==> src/rtl/cpu_pkg.sv <==
// Shared opcode, state and control-code definitions for the multicycle RISC control unit.
package cpu_pkg;

    localparam logic [5:0] OP_AND   = 6'h00;
    localparam logic [5:0] OP_ADD   = 6'h01;
    localparam logic [5:0] OP_SUB   = 6'h02;
    localparam logic [5:0] OP_ANDI  = 6'h03;
    localparam logic [5:0] OP_ADDI  = 6'h04;
    localparam logic [5:0] OP_LW    = 6'h05;
    localparam logic [5:0] OP_LWPOI = 6'h06;
    localparam logic [5:0] OP_SW    = 6'h07;
    localparam logic [5:0] OP_BGT   = 6'h08;
    localparam logic [5:0] OP_BLT   = 6'h09;
    localparam logic [5:0] OP_BEQ   = 6'h0A;
    localparam logic [5:0] OP_BNE   = 6'h0B;
    localparam logic [5:0] OP_JMP   = 6'h0C;
    localparam logic [5:0] OP_CALL  = 6'h0D;
    localparam logic [5:0] OP_RET   = 6'h0E;
    localparam logic [5:0] OP_PUSH  = 6'h0F;
    localparam logic [5:0] OP_POP   = 6'h10;

    typedef enum logic [2:0] {
        S_FETCH  = 3'd0,
        S_DECODE = 3'd1,
        S_EXEC   = 3'd2,
        S_MEM    = 3'd3,
        S_WB     = 3'd4,
        S_WB2    = 3'd5
    } state_t;

    localparam logic [1:0] PC_INC    = 2'd0;
    localparam logic [1:0] PC_BRANCH = 2'd1;
    localparam logic [1:0] PC_JUMP   = 2'd2;
    localparam logic [1:0] PC_STACK  = 2'd3;

    localparam logic [1:0] WB_ALU = 2'd0;
    localparam logic [1:0] WB_MEM = 2'd1;
    localparam logic [1:0] WB_INC = 2'd2;

    localparam logic [1:0] ALU_AND = 2'd0;
    localparam logic [1:0] ALU_ADD = 2'd1;
    localparam logic [1:0] ALU_SUB = 2'd2;

    function automatic logic branch_taken(input logic [5:0] op, input logic gt,
                                          input logic lt, input logic eq);
        case (op)
            OP_BGT:  return gt;
            OP_BLT:  return lt;
            OP_BEQ:  return eq;
            OP_BNE:  return !eq;
            default: return 1'b0;
        endcase
    endfunction

endpackage

==> src/rtl/mem_wait_timer.sv <==
// Wait-state counter shared by instruction fetch and data access; flags a timeout
// on the WAIT_MAX-th consecutive cycle without ready.
module mem_wait_timer #(
    parameter int WAIT_MAX = 15,
    parameter int CNT_W    = 4
) (
    input  logic clk,
    input  logic rst_n,
    input  logic waiting,
    input  logic ready,
    output logic timeout
);

    localparam logic [CNT_W-1:0] CNT_TC = CNT_W'(WAIT_MAX - 1);

    logic [CNT_W-1:0] cnt;

    assign timeout = waiting && !ready && (cnt == CNT_TC);

    // Any cycle that is not an unanswered wait returns the count to zero,
    // so every entry into FETCH or MEM starts from a clean count.
    always_ff @(posedge clk or negedge rst_n) begin
        if (!rst_n) begin
            cnt <= '0;
        end else if (waiting && !ready && !timeout) begin
            cnt <= cnt + 1'b1;
        end else begin
            cnt <= '0;
        end
    end

endmodule

==> src/rtl/mc_control_fsm.sv <==
// Multicycle control FSM: sequences fetch/decode/execute/memory/write-back and
// drives datapath enables from op_code, comparator flags and memory handshakes.
//   state    | meaning
//   S_FETCH  | request instruction, load IR and PC+1 on imem_ready
//   S_DECODE | register read; JMP/CALL/RET resolved here, illegal opcodes dropped
//   S_EXEC   | ALU op, address calc, branch resolve, PUSH/POP request
//   S_MEM    | hold data request until dmem_ready or timeout
//   S_WB     | register write of ALU or memory data
//   S_WB2    | LW.POI post-increment write to rs1
module mc_control_fsm
    import cpu_pkg::*;
#(
    parameter int WAIT_MAX = 15,
    parameter int CNT_W    = 4
) (
    input  logic       clk,
    input  logic       rst_n,
    input  logic [5:0] op_code,
    input  logic       cmp_gt,
    input  logic       cmp_lt,
    input  logic       cmp_eq,
    input  logic       imem_ready,
    input  logic       dmem_ready,
    output logic       imem_req,
    output logic       ir_load,
    output logic       pc_write,
    output logic [1:0] pc_src,
    output logic       reg_write,
    output logic [1:0] wb_sel,
    output logic       wb_dst,
    output logic [1:0] alu_op,
    output logic       alu_src,
    output logic       dmem_req,
    output logic       dmem_we,
    output logic       sp_inc,
    output logic       sp_dec,
    output logic       illegal,
    output logic       bus_err,
    output logic [2:0] state_o
);

    state_t state, state_nx;
    logic   active;
    logic   waiting, ready_sel, timeout, illegal_set;

    // active holds every output low from reset assertion until the first clock after release
    assign waiting     = active && (state == S_FETCH || state == S_MEM);
    assign ready_sel   = (state == S_FETCH) ? imem_ready : dmem_ready;
    assign illegal_set = active && (state == S_DECODE) && (op_code > OP_POP);
    assign state_o     = state;

    mem_wait_timer #(.WAIT_MAX(WAIT_MAX), .CNT_W(CNT_W)) u_timer (
        .clk     (clk),
        .rst_n   (rst_n),
        .waiting (waiting),
        .ready   (ready_sel),
        .timeout (timeout)
    );

    always_ff @(posedge clk or negedge rst_n) begin
        if (!rst_n) begin
            state   <= S_FETCH;
            active  <= 1'b0;
            illegal <= 1'b0;
            bus_err <= 1'b0;
        end else begin
            state  <= state_nx;
            active <= 1'b1;
            if (illegal_set) illegal <= 1'b1;
            if (timeout)     bus_err <= 1'b1;
        end
    end

    always_comb begin
        state_nx = state;
        if (active) begin
            case (state)
                S_FETCH: begin
                    if (imem_ready) state_nx = S_DECODE;
                end
                S_DECODE: begin
                    if (op_code == OP_JMP || op_code > OP_POP)        state_nx = S_FETCH;
                    else if (op_code == OP_CALL || op_code == OP_RET) state_nx = S_MEM;
                    else                                              state_nx = S_EXEC;
                end
                S_EXEC: begin
                    case (op_code)
                        OP_AND, OP_ADD, OP_SUB, OP_ANDI, OP_ADDI:   state_nx = S_WB;
                        OP_LW, OP_LWPOI, OP_SW, OP_PUSH, OP_POP:    state_nx = S_MEM;
                        default:                                    state_nx = S_FETCH;
                    endcase
                end
                S_MEM: begin
                    if (dmem_ready) begin
                        if (op_code == OP_LW || op_code == OP_LWPOI || op_code == OP_POP)
                            state_nx = S_WB;
                        else
                            state_nx = S_FETCH;
                    end else if (timeout) begin
                        state_nx = S_FETCH;
                    end
                end
                S_WB:    state_nx = (op_code == OP_LWPOI) ? S_WB2 : S_FETCH;
                default: state_nx = S_FETCH;
            endcase
        end
    end

    always_comb begin
        imem_req  = 1'b0;
        ir_load   = 1'b0;
        pc_write  = 1'b0;
        pc_src    = PC_INC;
        reg_write = 1'b0;
        wb_sel    = WB_ALU;
        wb_dst    = 1'b0;
        alu_op    = ALU_AND;
        alu_src   = 1'b0;
        dmem_req  = 1'b0;
        dmem_we   = 1'b0;
        sp_inc    = 1'b0;
        sp_dec    = 1'b0;
        if (active) begin
            case (state)
                S_FETCH: begin
                    imem_req = 1'b1;
                    if (imem_ready) begin
                        ir_load  = 1'b1;
                        pc_write = 1'b1;
                    end
                end
                S_DECODE: begin
                    case (op_code)
                        OP_JMP: begin
                            pc_write = 1'b1;
                            pc_src   = PC_JUMP;
                        end
                        OP_CALL: begin
                            dmem_req = 1'b1;
                            dmem_we  = 1'b1;
                        end
                        OP_RET:  dmem_req = 1'b1;
                        default: ;
                    endcase
                end
                S_EXEC: begin
                    case (op_code)
                        OP_AND:  alu_op = ALU_AND;
                        OP_ADD:  alu_op = ALU_ADD;
                        OP_SUB:  alu_op = ALU_SUB;
                        OP_ANDI: begin
                            alu_op  = ALU_AND;
                            alu_src = 1'b1;
                        end
                        OP_ADDI, OP_LW, OP_LWPOI, OP_SW: begin
                            alu_op  = ALU_ADD;
                            alu_src = 1'b1;
                        end
                        OP_BGT, OP_BLT, OP_BEQ, OP_BNE: begin
                            if (branch_taken(op_code, cmp_gt, cmp_lt, cmp_eq)) begin
                                pc_write = 1'b1;
                                pc_src   = PC_BRANCH;
                            end
                        end
                        OP_PUSH: begin
                            dmem_req = 1'b1;
                            dmem_we  = 1'b1;
                        end
                        OP_POP:  dmem_req = 1'b1;
                        default: ;
                    endcase
                end
                S_MEM: begin
                    dmem_req = 1'b1;
                    dmem_we  = (op_code == OP_SW || op_code == OP_PUSH || op_code == OP_CALL);
                    // Stack pointer and PC only move once the access has completed
                    if (dmem_ready) begin
                        sp_dec = (op_code == OP_PUSH || op_code == OP_CALL);
                        if (op_code == OP_CALL) begin
                            pc_write = 1'b1;
                            pc_src   = PC_JUMP;
                        end
                        if (op_code == OP_RET) begin
                            sp_inc   = 1'b1;
                            pc_write = 1'b1;
                            pc_src   = PC_STACK;
                        end
                    end
                end
                S_WB: begin
                    reg_write = 1'b1;
                    if (op_code == OP_LW || op_code == OP_LWPOI || op_code == OP_POP)
                        wb_sel = WB_MEM;
                    sp_inc = (op_code == OP_POP);
                end
                S_WB2: begin
                    reg_write = 1'b1;
                    wb_dst    = 1'b1;
                    wb_sel    = WB_INC;
                end
                default: ;
            endcase
        end
    end

endmodule

==> config.mk <==
export PLATFORM = sky130hd
export DESIGN_NAME = mc_control_fsm
export DESIGN_NICKNAME = d
export VERILOG_FILES = /design/src/rtl/cpu_pkg.sv /design/src/rtl/mem_wait_timer.sv /design/src/rtl/mc_control_fsm.sv
export SDC_FILE = /design/constraint.sdc
export NUM_CORES = 1
export LEC_CHECK = 0
export CAP_MARGIN = 25
export CORE_MARGIN = 4
export CORE_UTILIZATION = 48
export CTS_CLUSTER_DIAMETER = 80
export CTS_CLUSTER_SIZE = 25
export DETAILED_ROUTE_END_ITERATION = 10
export GPL_TIMING_DRIVEN = 0
export PLACE_DENSITY_LB_ADDON = 0.1
export SKIP_CTS_REPAIR_TIMING = 1
export SYNTH_ARGS = -nofsm -noshare
export SYNTH_HDL_FRONTEND = slang
export SYNTH_HIERARCHICAL = 1
export SYNTH_SLANG_ARGS = --single-unit
==> constraint.sdc <==
create_clock -name clk -period 4.3 [get_ports clk]
set_input_delay 1.29 -clock clk [delete_from_list [all_inputs] [get_ports clk]]
set_output_delay 1.29 -clock clk [all_outputs]
set_load 0.02 [all_outputs]
M3 wires:
Drawn at 4 px/um.
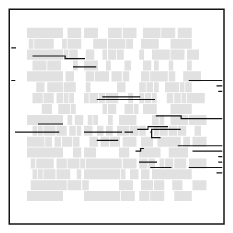
longest straight run: 14.3 um
nets with wire on the layer: 25
total number of vias: 1144
GRT met3 Usage: 0.02535

Sequential cells grouped by signal name:
Drawn at 4 px/um. Other sequential cells in the stronger grey, the rest of the logic in the fainter grey.
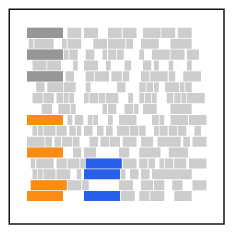
legend:
  u_timer/cnt:
    colour: orange
    placed_flops: 4
    where: lower left
  state_o:
    colour: blue
    placed_flops: 3
not coloured: 3
Seq. pwr: 124 uW
utilization after layout: 0.7392

Signal wires by layer:
Drawn at 4 px/um.
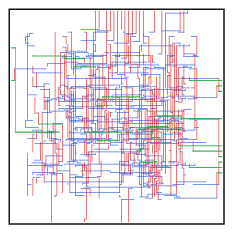
legend:
  met3:
    colour: green
    wire_length: 164 um
  met4:
    colour: orange
    wire_length: 21.1 um
  met1:
    colour: blue
    wire_length: 1220 um
  met2:
    colour: red
    wire_length: 1510 um
GRT Resource Usage Total: 0.2211
routed wire length: 2.923 mm

Routing congestion map:
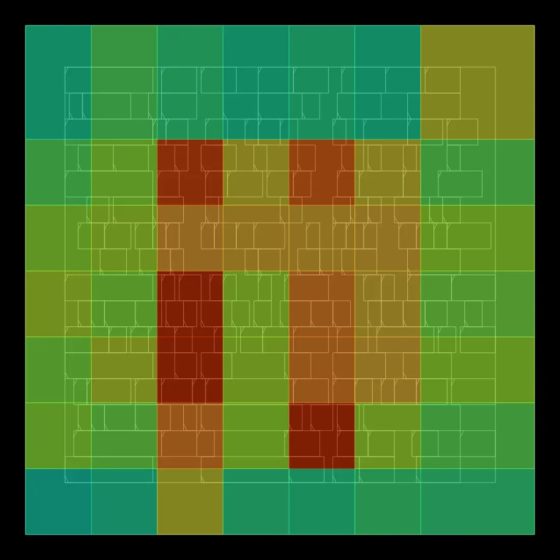
routing usage on met2: 0.3714
met1 Resource Use GR: 0.2813
DR WL/cell: 14.91 um
GRT busiest layer: met2

-- placed cells by master, fill, tap and decap left out, drive strengths merged, types with 4 or more instances in the layout --
master / count
nor2: 18
clkdlybuf4s50: 18
clkbuf: 12
nand2: 11
dlymetal6s2s: 11
dfrtp: 10
o21ai: 8
nand2b: 6
inv: 5
a21oi: 5
nor3: 5
and3: 4
buf: 4
-- final cells by class --
type	count	area, um^2	share of cell area
well taps	27	33.78	0.02330
repair buffers	33	337.8	0.2330
inverters	5	18.77	0.01294
plain buffers	8	40.04	0.02761
multi-input cells	109	733.2	0.5056
clock buffers	4	36.28	0.02502
flip-flops and latches	10	250.2	0.1726
-- registers in the layout, summed over array words and instances (netlist names) --
register / count
u_timer/cnt: 4
bus_err: 1
illegal: 1
state_o: 3
active: 1
-- cells by family after synthesis --
kind of cell             after synthesis  share of synthesized area
other                                  1                   0.003803
multiplexers                           3                    0.03173
adder cells (fa/ha/maj)                2                    0.02538
XOR/XNOR                               4                    0.03554
buffers and inverters                 13                    0.05583
AND-OR/OR-AND                         30                     0.1980
AND/OR/NAND/NOR                       69                     0.3960
flip-flops                            10                     0.2538
-- layer usage --
metal / wire, um / vias up / GRT usage
met3: 163 / 2 / 0.02535
met4: 21 / 0 / 0.09362
met2: 1513 / 41 / 0.3714
met1: 1224 / 543 / 0.2813
li1: - / 558 / -
met5: 0 / - / 0
-- cell usage after synthesis, types with 3 or more instances --
cell,number,area (um^2)
o22ai_1,3,18.77
or3b_1,3,26.28
a31oi_1,3,18.77
nand2_1,11,41.29
nand4_1,3,18.77
nand2b_1,6,37.54
inv_1,5,18.77
nor2_1,18,67.56
and2_1,3,18.77
and3_1,4,25.02
nor3_1,4,20.02
dfrtp_1,10,250.2
a21oi_1,5,25.02
clkbuf_1,4,15.01
o21ai_0,7,35.03
-- power groups by stage --
stage                     logic (mW)  clock network [mW]  registers [mW]
after CTS                      0.211              0.0838           0.123
after floorplan                0.129                   0           0.129
after global placement         0.209                   0           0.124
after detailed placement       0.211                   0           0.125
after global routing           0.239              0.0886           0.127
final                          0.216              0.0804           0.124
-- critical path, stage by stage --
cell,delay [ps]
clkdlybuf4s50_1,440
or4b_4,550
o22ai_1,220
a32oi_1,130
nor2_1,110
dlymetal6s2s_1,230
-- final timing paths --
check / to / cells after the start / start
max: dmem_req / 6 / op_code[1]
min: bus_err / 1 / bus_err
max reg2reg: state_o[0] / 8 / state_o[0]
min reg2reg: bus_err / 1 / bus_err
max in group asynchronous: bus_err / 1 / rst_n
min in group asynchronous: state_o[0] / 1 / rst_n
==> impl_metrics.csv <==
group,metric,value,unit
timing,fin_skew,4.923,ps
pwr,seqPwrFrac,0.295,
pwr,pwr-share-clk,0.191,
floorplan,dieArea,2843,um^2
yosys,syn_inst,132,
yosys,synth-edff-count,0,
finish,n_antenna_cell,0,
clock_tree,worstSkewPairLatency,260,ps
clock_tree,clkSlewWorstSetupHoldPaths,60,ps
floorplan,rows,16,
yosys,floorplan.nets,147,
floorplan,ioPinCount,34,
critical_path,arrival,2970,ps
yosys,ys_async_sr_fraction,1.000,
pwr,power,420.3,uW
clock_tree,cts_sinks,10,
timing,setup_viol,0,
critical_path,end_kind,"output pin",
clock_tree,clk_path_buf_depth,2,
timing,timing.final.ws_setup,43.88,ps
timing,fin_tns_setup,0,ps
timing,relSlewSlack,0.5131,
flow_run,cap_violations,0,
global_route,grt_pass1_vias,1124,
clock_tree,cts_made_buffers,3,
floorplan,die_h,53.32,um
yosys,postSynthSeqShare,0.2538,
routing,route.detailed.drc,0,
finish,layout-area-overhead-vs-synth,47.08,%
status,status,"finished clean",
pwr,max-vdd-ir-drop,0.2888,mV
timing,drv_slew,0,
placement,placedCellCount,192,
routing,drtAntennaViolNets,0,
global_route,grt_antenna_before_repair,0,
timing,worst_pin_slew,728.8,ps
routing,dr.pass1.iters,4,
placement,routabilityCongestion,0.9147,
yosys,syn-cell-area,985.9,um^2
placement,hpwlAfterDp,2.187,mm
floorplan,fp-utilization,0.5026,
yosys,ys.flops,10,
finish,fill_cells,171,
flow_run,tool_warnings,27,
global_route,grt_pass1_wl,4.754,mm
clock_tree,cts_tree,"built",
pwr,internal-power,246.3,uW
timing,finalClockPeriodUsage,0.9898,
Power and IR drop assume default switching activity.
